Design led_mode_ctrl, sky130hd; sources not shown.
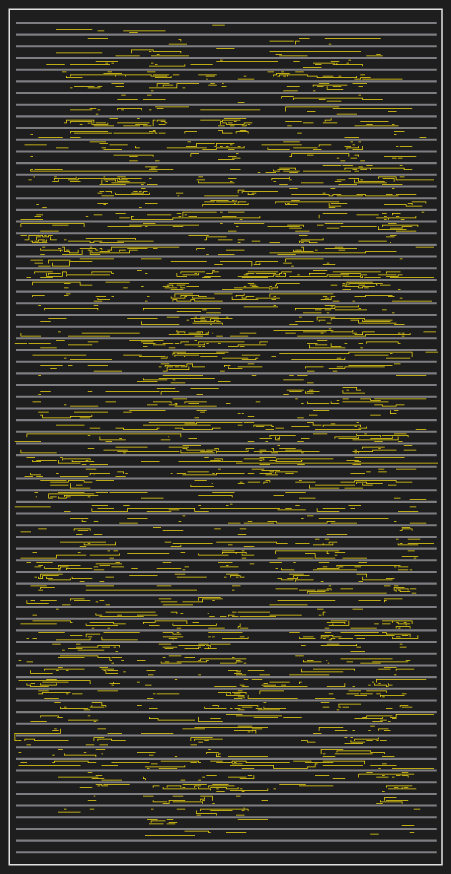
**Above:** run 1 (M1 wires).
Supply wires on this layer in grey.
The longest straight run is 46.9 um. The layer holds 38% of the routed length. 706 nets have wire on it. The wires run mostly horizontal.
met1 GRT Util: 17.9%
final WL: 16100 um

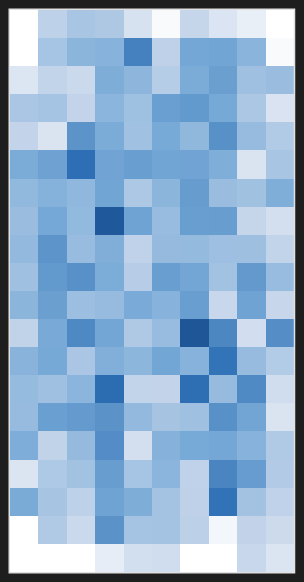
**Above:** run 1 (local utilization).
10 x 20 tiles, from white (low) to dark blue (high), 0 to 100% covered.
The mean over all tiles is 40%. The fullest tile reaches 85%. 2.0% of the tiles are over 75% full. 4.5% of the tiles are nearly empty.
core area: 18900 sq um
FP Util: 36.9%
Final Core Density: 43.4%

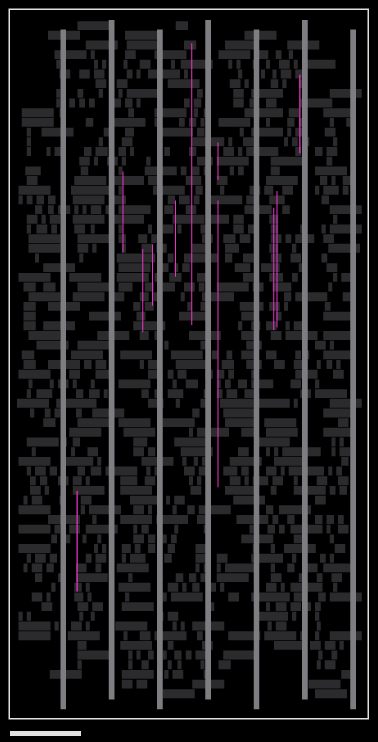
**Above:** run 1 (M4 wires).
Bar = 20 um. Supply wires on this layer in grey.
The wires run mostly vertical. The layer carries 375 um of wire. The layer holds 2.3% of the routed length. The longest straight run is 80.2 um. 9 nets have wire on it.
vias post-DR: 5024

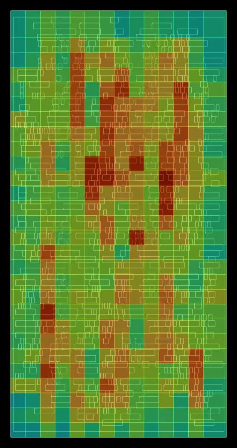
**Above:** run 1 (routing congestion).
met2 Use GR: 35.4%
gr usage total: 18.6%
grt met3 use: 3.34%
gr busiest metal: met2

==> run_results.csv, run 1 <==
group,metric,value,unit
timing,setup_violations,0,
die,die_h,199,um
power_and_ir_drop,combPwrFrac,2.5,%
timing,skew,0.00723,ns
grt,grt_pass1_vias,5664,
worst_setup_path,worstPathRequired,3.60,ns
worst_setup_path,endpoint_kind,"register",
layout,drive_above_1_share,8.67,%
timing,setup_ws,0.138,ns
timing,hold_viol,0,
timing,holdWs,0.283,ns
yosys,ys_cells,689,
placement,pre_cts_ws,-0.269,ns
layout,diodes,0,
yosys,synthTopCellsByCount,"dfrtp_1, nor2_1, xor2_1",
clock_tree,clock_path_buffers,2,
yosys,yosys.area.top_type_share,51.7,%
detailed_routing,wl_met3,210,um
clock_tree,htree_levels,4,
timing,fin_crit_sh,95.8,%
placement,dp_cells,960,
power_and_ir_drop,leakage,3.55,nW
power_and_ir_drop,max-vdd-ir-drop,0.373,mV
power_and_ir_drop,powerDensity,500,nW/um^2
yosys,syn-cell-area,6980,sq um
timing,fmax,0.316,GHz
worst_setup_path,cp_cell_sequence,"inv_2 -> ha_1 -> inv_1 -> ha_1 -> xnor2_1 -> or4_4 -> or3_4 -> o31a_1 -> o311a_1 -> a221o_1",
detailed_routing,vias_per_cell,5.06,
worst_setup_path,startpoint_type,"register",
yosys,largest_area_cell,"dfrtp_1",
worst_setup_path,r2r_setup_slack,0.14,ns
power_and_ir_drop,sequentialPowerShare,44.7,%
placement,postPlaceCellArea,7470,sq um
yosys,synthTopCellsByArea,"dfrtp_1, xor2_1, nor2_1",
layout,area_growth,17.6,%
clock_tree,cts.sinks,146,
worst_hold_path,hold_path.class,"input port to asynchronous set/reset pin",
yosys,synth_top_flop_cell,"dfrtp_1",
worst_setup_path,cpMaxStageDelayCell,"dfrtp_2",
worst_setup_path,critPathMaxFanout,5,
timing,worstMarginPinSlew,0.887,ns
clock_tree,clkTransAtPathRegs,0.06,ns
worst_setup_path,worstPathArrival,3.46,ns
yosys,synthArstFlopShare,100,%
power_and_ir_drop,swShare,21.3,%
worst_setup_path,worst-path-buf-inv,2,
worst_setup_path,crit_cells,10,
die,rows,71,
flow_run,log.warning_count,34,
power_and_ir_drop,power.internal,3.22,mW
yosys,ys_types,49,
detailed_routing,wl_met1,6150,um
grt,grt-ovfl-total,0,
die,ios,16,
layout,fill_cells,2137,
outcome,status,"finished clean",
power_and_ir_drop,power.switching,0.875,mW
yosys,synthesis.nets,716,
grt,antenna_found_initial,0,
grt,grt_max_degree,77,
placement,port_buffers,15,
yosys,edf_count,0,
yosys,synth_seq_share,52.4,%
detailed_routing,ant_nets,0,
power_and_ir_drop,finalPower,4.10,mW
worst_setup_path,path_common_cell,"ha_1",
die,chipArea,20000,sq um
placement,place.gp.congestion,0.785,
detailed_routing,drc,0,
worst_setup_path,r2r_cells,10,
detailed_routing,top_layer_used,"met4",
flow_run,drv_cap,0,
worst_setup_path,crit_path_max_incr_delay,0.44,ns
layout,largest_reg_flops,80,
clock_tree,cts_root_buf,"clkbuf_16",
timing,maxSlewViolCount,0,
yosys,top_cell,"dfrtp_1",
detailed_routing,first_pass_iters,4,
yosys,synth_cells,689,
power_and_ir_drop,pwr-share-clk,52.8,%
grt,grt_pass1_wl,27800,um
timing,tns,0,ns
clock_tree,clk-insertion-delay-late,0.42,ns
layout,nNetsFinal,752,
timing,period_minus_slack,3.16,ns
detailed_routing,wl_met2,9370,um
layout,regArea,3660,sq um
yosys,yosys.stat.chipArea,6980,sq um
yosys,synth.avg_cell_area,10.1,sq um
[run 1: cell usage in the layout (no fill, tap or decap), types with 4 or more instances in the layout]
master | synthesis | routed
or3_1 | 4 | 4
nand3_1 | 43 | 43
dfrtp_1 | 144 | 142
nor2_1 | 134 | 134
and3_1 | 18 | 18
ha_1 | 17 | 16
nor4_1 | 14 | 12
a31oi_1 | 7 | 7
or2_2 | 4 | 4
clkdlybuf4s50_1 | 0 | 14
xor2_1 | 64 | 64
nand4_1 | 22 | 22
and4_1 | 4 | 4
clkbuf_16 | 0 | 17
nand2_1 | 43 | 43
mux2_2 | 4 | 4
bufinv_16 | 0 | 5
nand2b_1 | 4 | 4
nor3_1 | 14 | 13
clkbuf_1 | 13 | 11
xnor2_1 | 54 | 54
a21oi_1 | 5 | 5
inv_1 | 24 | 23
o211ai_1 | 5 | 5
[run 1: power by group through the flow]
stage / clock (mW) / sequential (mW) / combinational [mW]
CTS: 2.24 / 1.83 / 0.109
finish: 2.16 / 1.83 / 0.104
global route: 2.30 / 1.83 / 0.121
global placement: 0 / 1.87 / 0.101
detailed placement: 0 / 1.87 / 0.108
floorplan: 0 / 1.86 / 0.0377
[run 1: logic make-up after synthesis]
kind of cell	share of synthesized area (%)
simple gates	22.8
flops	52.4
xor+xnor	14.8
buf+inv	2.21
compound gates	4.11
fa+ha+maj	3.05
mux	0.646
[run 1: final cells by class]
cell class              count  area share (%)
plain buffers              13           0.701
clock buffers              18            5.35
clock inverters            14            2.73
inverters                  25            1.14
multi-input cells         504            39.2
flip-flops and latches    146            44.6
well taps                 255            3.89
repair buffers             18            2.36
[run 1: timing repair]
item / in CTS / in global routing
hold buffers: 0 / 0
pin swaps: 0 / 1
resized: 6 / 11
buffers inserted: 0 / 2
setup endpoints to repair: 24 / 24
hold endpoints to repair: 0 / 0
==> inputs of run 2 (changes only) <==
--- a/config.mk
+++ b/config.mk
@@ -13,7 +13,6 @@
 export CORE_UTILIZATION = 36
 export DETAILED_ROUTE_END_ITERATION = 8
 export GPL_TIMING_DRIVEN = 0
-export MAX_ROUTING_LAYER = met4
 export PLACE_DENSITY = 0.68
 export SYNTH_ARGS = -nofsm -noshare
 export SYNTH_HDL_FRONTEND = slang
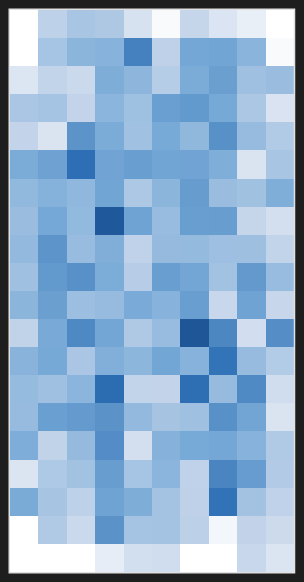
**Above:** run 2 (local utilization).
10 x 20 tiles, from white (low) to dark blue (high), 0 to 100% covered.
4.5% of the tiles are nearly empty. The fullest tile reaches 85%. 2.0% of the tiles are over 75% full. The mean over all tiles is 40%.

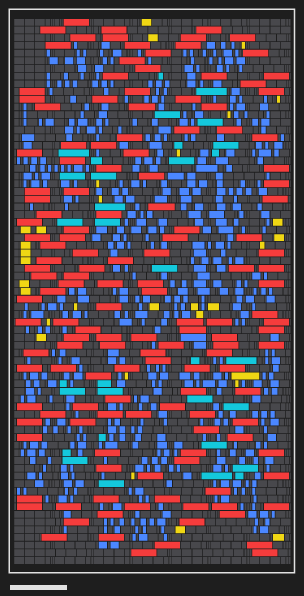
**Above:** run 2 (cell classes on the final placement).
Bar = 20 um. Fill, decap, tap and diode cells in grey.
Key: red = flip-flops [cells 146, share of their area 46%]; yellow = other buffers and delay cells [cells 31, share of their area 3.2%]; cyan = clock drivers and dummy loads [cells 32, share of their area 8.4%]; blue = all other logic [cells 529, share of their area 42%]
FP Rows: 71
Final Instance Area: 8210 sq um
Seq area share: 44.6%

==> run_results.csv, run 2 <==
group,metric,value,unit
clock_tree,cts_root_buf,"clkbuf_16",
yosys,synthesis.nets,716,
yosys,synthTopCellsByCount,"dfrtp_1, nor2_1, xor2_1",
die,ios,16,
detailed_routing,first_iter_violations,128,
power_and_ir_drop,finalPower,4.10,mW
layout,nNetsFinal,752,
detailed_routing,vias_per_cell,5.06,
yosys,syn-cell-area,6980,sq um
die,die_h,199,um
grt,busiest_layer,"met2",
worst_setup_path,r2r_cells,10,
timing,period_minus_slack,3.17,ns
placement,port_buffers,15,
placement,place.gp.congestion,0.775,
yosys,largest_area_cell,"dfrtp_1",
yosys,top_cell,"dfrtp_1",
power_and_ir_drop,sequentialPowerShare,44.7,%
detailed_routing,drc,0,
power_and_ir_drop,leakage,3.55,nW
clock_tree,clkTransAtPathRegs,0.06,ns
layout,fill_cells,2137,
layout,area_growth,17.6,%
power_and_ir_drop,power.internal,3.22,mW
timing,hold_viol,0,
layout,lay_top_cells,"dfrtp_1, nor2_1, xor2_1",
detailed_routing,ant_nets,0,
worst_setup_path,endpoint_kind,"register",
clock_tree,cts.sinks,146,
timing,skew,0.00680,ns
worst_setup_path,worst-path-buf-inv,2,
yosys,ys_types,49,
timing,fmax,0.315,GHz
yosys,synthArstFlopShare,100,%
yosys,synth_seq_share,52.4,%
timing,worstMarginPinSlew,0.879,ns
grt,grt_pass1_vias,5652,
worst_setup_path,critPathMaxFanout,5,
yosys,yosys.area.top_type_share,51.7,%
yosys,edf_count,0,
die,fp_util,36.9,%
worst_setup_path,worstPathArrival,3.47,ns
power_and_ir_drop,powerDensity,500,nW/um^2
die,chipArea,20000,sq um
placement,postPlaceCellArea,7470,sq um
layout,final_common_cell,"dfrtp_1",
timing,holdWs,0.285,ns
worst_hold_path,hold_path.class,"input port to asynchronous set/reset pin",
worst_setup_path,crit_cells,10,
timing,maxSlewViolCount,0,
yosys,synthTopCellsByArea,"dfrtp_1, xor2_1, nor2_1",
power_and_ir_drop,combPwrFrac,2.5,%
yosys,synth_warnings,0,
clock_tree,cts_tree,"built",
grt,use_met3,3.34,%
detailed_routing,first_pass_iters,4,
layout,regArea,3660,sq um
yosys,synth_cells,689,
detailed_routing,wirelength,16100,um
grt,grt_max_degree,77,
die,core,18900,sq um
worst_setup_path,cp_cell_sequence,"inv_2 -> ha_1 -> inv_1 -> ha_1 -> xnor2_1 -> or4_4 -> or3_4 -> o31a_1 -> o311a_1 -> a221o_1",
worst_setup_path,cpMaxStageDelayCell,"dfrtp_2",
clock_tree,clock_path_buffers,2,
grt,grt_pass1_wl,27800,um
detailed_routing,vias,5020,
worst_setup_path,r2r_setup_slack,0.13,ns
power_and_ir_drop,max-vdd-ir-drop,0.370,mV
yosys,ys_cells,689,
grt,grt-ovfl-total,0,
flow_run,log.warning_count,34,
grt,track_usage,18.1,%
worst_setup_path,path_common_cell,"ha_1",
power_and_ir_drop,power.switching,0.879,mW
flow_run,drv_cap,0,
yosys,synth_top_flop_cell,"dfrtp_1",
grt,met1_usage,17.9,%
yosys,synth.avg_cell_area,10.1,sq um
clock_tree,htree_levels,4,
die,die_x,100,um
yosys,yosys.stat.chipArea,6980,sq um
power_and_ir_drop,pwr-share-clk,52.8,%
worst_setup_path,crit_path_max_incr_delay,0.44,ns
worst_setup_path,worstPathRequired,3.60,ns
clock_tree,clk-insertion-delay-late,0.42,ns
layout,diodes,0,
timing,fin_crit_sh,96.1,%
layout,utilization,43.4,%
grt,antenna_found_initial,0,
outcome,status,"finished clean",
layout,largest_reg_flops,80,
clock_tree,cts_buffers,17,
grt,use_met2,35.5,%
yosys,ys_ff,146,
power_and_ir_drop,swShare,21.4,%
timing,setup_violations,0,
layout,drive_above_1_share,8.67,%
clock_tree,postCtsHoldBufs,0,
worst_setup_path,startpoint_type,"register",
run 2: routing by layer:
metal | wire length [um] | share of wire [%]
met3 | 218 | 1.4
met5 | 0 | 0
met2 | 9370 | 58
met1 | 6160 | 38
met4 | 376 | 2.3
run 2: final cells by class:
class	instances	share of cell area, %
buffer	13	0.701
clock buffer	18	5.35
clock inverter	14	2.73
inverter	25	1.14
multi-input combinational	504	39.2
sequential	146	44.6
tap	255	3.89
timing repair buffer	18	2.36
run 2: cell families (layout without fill, tap and decap cells):
group / after synthesis / in the layout / share of synthesized area (%)
AND-OR/OR-AND: 38 / 38 / 4.11
XOR/XNOR: 118 / 118 / 14.8
multiplexers: 4 / 4 / 0.646
buffers and inverters: 39 / 88 / 2.21
AND/OR/NAND/NOR: 327 / 327 / 22.8
flip-flops: 146 / 146 / 52.4
adder cells (fa/ha/maj): 17 / 17 / 3.05
run 2: power by group through the flow:
| stage | clock, mW | combinational [mW] | sequential, mW |
|---|---|---|---|
| after floorplan | 0 | 0.0377 | 1.86 |
| after CTS | 2.24 | 0.109 | 1.83 |
| after global routing | 2.30 | 0.121 | 1.83 |
| final | 2.17 | 0.104 | 1.83 |
| after global placement | 0 | 0.101 | 1.87 |
| after detailed placement | 0 | 0.108 | 1.87 |
run 2: through the flow:
stage | setup slack [ns] | instances | setup TNS (ns)
3_5_place_dp | -0.269 | 960 | -5.26
6_report | 0.129 | 993 | 0
3_3_place_gp | -4.43 | 959 | -645.24
2_1_floorplan | 0.321 | 689 | 0
4_1_cts | 0.0393 | 992 | 0
5_1_grt | -0.00507 | 993 | -0.00838
run 2: repair_timing:
item	4_1_cts	5_1_grt
endpoints found under the setup margin	24	24
setup buffers	0	2
gates resized	6	11
pin swaps	0	1
No activity file was given, so power comes from the tool's default toggle rates.
